==> config.mk <==
export PLATFORM = sky130hd
export DESIGN_NAME = mips_bus_initiator
export DESIGN_NICKNAME = d
export VERILOG_FILES = /design/src/rtl/mips_bus_pkg.sv /design/src/rtl/mips_bus_initiator.sv
export SDC_FILE = /design/constraint.sdc
export NUM_CORES = 1
export LEC_CHECK = 0
export ABC_AREA = 1
export CORE_MARGIN = 2
export CORE_UTILIZATION = 35
export CTS_CLUSTER_DIAMETER = 40
export CTS_CLUSTER_SIZE = 20
export DETAILED_ROUTE_END_ITERATION = 10
export GPL_ROUTABILITY_DRIVEN = 0
export GPL_TIMING_DRIVEN = 0
export PLACE_DENSITY = 0.69
export SYNTH_ARGS = -nofsm -noshare
export SYNTH_HDL_FRONTEND = slang
export SYNTH_SLANG_ARGS = --single-unit
export TNS_END_PERCENT = 20
==> constraint.sdc <==
create_clock -name clk -period 2.55 [get_ports clk]
set_input_delay 0.3825 -clock clk [delete_from_list [all_inputs] [get_ports clk]]
set_output_delay 0.3825 -clock clk [all_outputs]
set_load 0.005 [all_outputs]
Figure 1. The clock network (run 1).
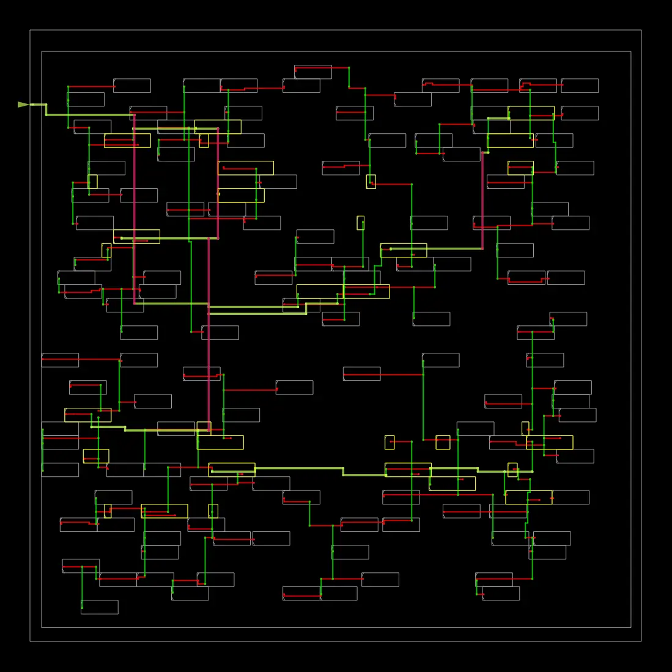
Layout clock buffers: 22
CTS Buf Count: 17
clk_lat worst skew: 0.41 ns
clk_skew: 0.00673 ns

Figure 2. Ports around the boundary (run 1).
Pins as bars across the die edge, other pins in grey.
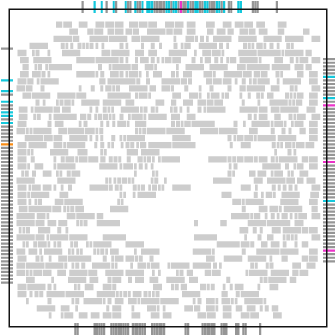
- magenta: `req_be` (pins 4; direction input; edge 3 east, 1 north)
- cyan: `req_wdata` (pins 32; direction input; edge 23 north, 6 west, 3 east)
- orange: `req_ready` (pins 1; direction output; edge west)
Die W: 121 microns
Die H: 121 microns
Port Buf Inserts: 210

Figure 3. Routed clock nets over the placement (run 1).
The bar under the picture is 20 microns long.
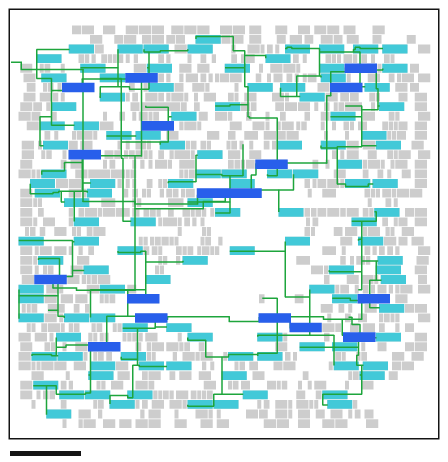
- blue: clock-net drivers (count 17)
- green: clock wires (length 1,640 microns)
- cyan: flip-flops (count 118)
- routed clock nets: 18
- flops lie: widely spread
P_clk: 2.20 mW
Clk pwr share: 47.6%

Figure 4. Where the registers sit (run 1).
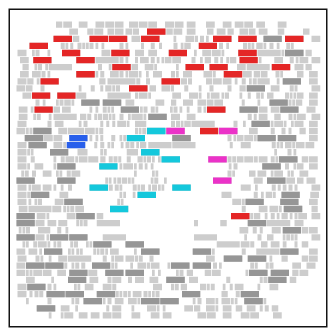
- cyan: `cnt_q` (flops 9; where centre)
- red: `writedata` (flops 32; where a horizontal strip, top)
- magenta: `byteenable` (flops 4)
- blue: `state_q` (flops 2)
- not coloured: 71
Seq area share: 30.8%
Register Area: 2360 sq um

==> results.toml, run 1 <==
# flow metrics
[critical_path]
cp_num_buf_inv = 1
arrival_ns = 2.49
timing.reg2reg.setup_slack_ns = 0.41

[timing]
setup_violations = 0

[cells_and_area]
num-fill-cells = 1261
largest_class = "non-clock buffers"
finalNonFillerCells = 1038
syn2layout_area_growth_pct = 59.6
clk_share_pct = 7.09
logic_gate_count = 374

[cts]
cts_sinks = 118
postCtsResizedCells = 0

[routing]
top_layer = "met4"
route.detailed.drc = 0
met2_length_microns = 5710
dr.pass1.iters = 4
post_drt_wl_per_cell_microns = 12.4
wl_met1_microns = 5940

[grt]
use_met3_pct = 7.52
grt_busiest_layer = "met2"
globalRouteTotalUtil_pct = 18.0

[power]
switching_share_pct = 22.2
seqPwrFrac_pct = 41.7

[die]
core_area_sq_um = 13300
rows = 42

[synthesis]
yosys.area_share.aoi_pct = 10.9
adder_share_pct = 0.781
yosys-top-cells-count = "nand2_1, dfxtp_1, nor2_1"
synth_cell_type_count = 22
topCellsByArea = "dfxtp_1, nand2_1, buf_4"

[placement]
place_inst = 1006
dpl-instance-area_sq_um = 7130

[min_path]
whs_path_depth = 2

[outcome]
outcome = "finished clean"
Figure 5. Wiring by layer (run 1).
The bar under the picture is 20 microns long.
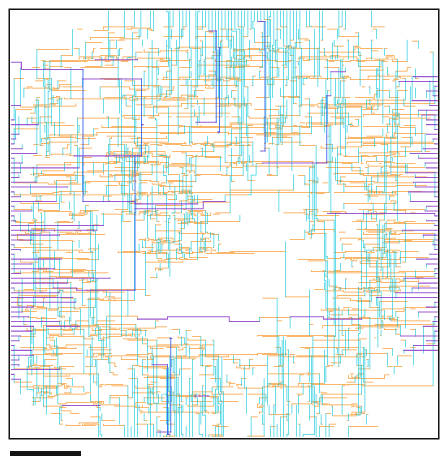

==> run 2, diff against run 1 <==
==> constraint.sdc (replaced) <==
create_clock -name clk -period 2 [get_ports clk]
set_input_delay 0.3 -clock clk [delete_from_list [all_inputs] [get_ports clk]]
set_output_delay 0.3 -clock clk [all_outputs]
set_load 0.005 [all_outputs]
Figure 6. Wiring by layer (run 2).
The bar under the picture is 20 microns long.
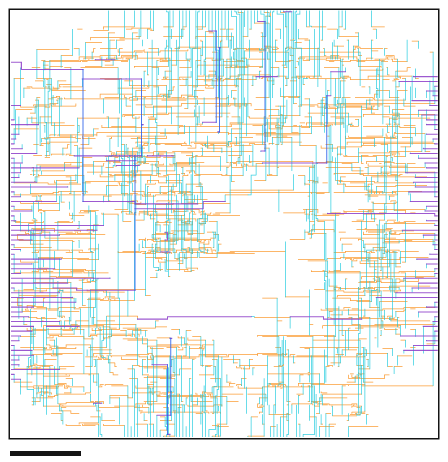
- orange: M1 (wire length 6,030 microns)
- purple: M3 (wire length 957 microns)
- blue: M4 (wire length 244 microns)
- cyan: M2 (wire length 5,820 microns)
DRT Wirelength: 13,100 microns
global-route usage over all layers: 18.0%

Figure 7. Where the registers sit (run 2).
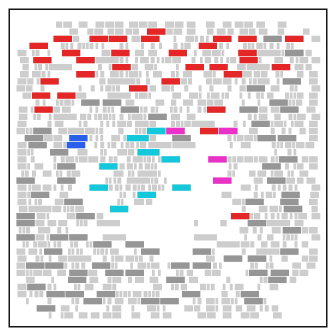
- magenta: `byteenable` (flops 4)
- blue: `state_q` (flops 2)
- red: `writedata` (flops 32; where a horizontal strip, top)
- cyan: `cnt_q` (flops 9; where centre)
- not coloured: 71
Register Area: 2370 sq um
final core utilization: 58.4%

Figure 8. Routed clock nets over the placement (run 2).
The bar under the picture is 20 microns long.
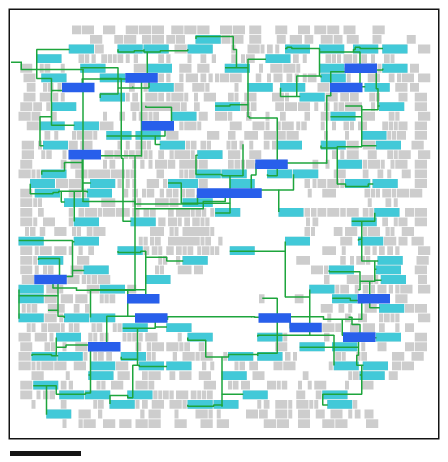
- green: clock wires (length 1,630 microns)
- blue: clock-net drivers (count 17)
- cyan: flip-flops (count 118)
- routed clock nets: 18
clk_skew: 0.00653 ns
Clk pwr share: 47.5%
P_clk: 2.80 mW

==> results.toml, run 2 <==
# flow metrics
[outcome]
outcome = "finished clean"

[placement]
dpl-instance-area_sq_um = 7130
place_inst = 1006
port_buffers = 210

[grt]
grt_busiest_layer = "met2"
use_met3_pct = 7.52

[critical_path]
arrival_ns = 2.24

[routing]
route.detailed.drc = 0
met2_length_microns = 5820
post_drt_wl_per_cell_microns = 12.5

[cts]
clk_latency_ns = 0.41
cts_buffers = 17
postCtsResizedCells = 5
cts_sinks = 118

[cells_and_area]
logic_gate_count = 374
syn2layout_area_growth_pct = 62.1
clk_share_pct = 6.98
finalNonFillerCells = 1044
nClkBuffers = 22
seq_area_share_pct = 30.4

[die]
die_h_microns = 121

[synthesis]
synth_cell_type_count = 22
adder_share_pct = 0.781
yosys-top-cells-count = "nand2_1, dfxtp_1, nor2_1"

[power]
seqPwrFrac_pct = 41.7
switching_share_pct = 22.2

[min_path]
whs_path_depth = 3
Power figures rest on the tool's default switching activity, not on a simulated workload.
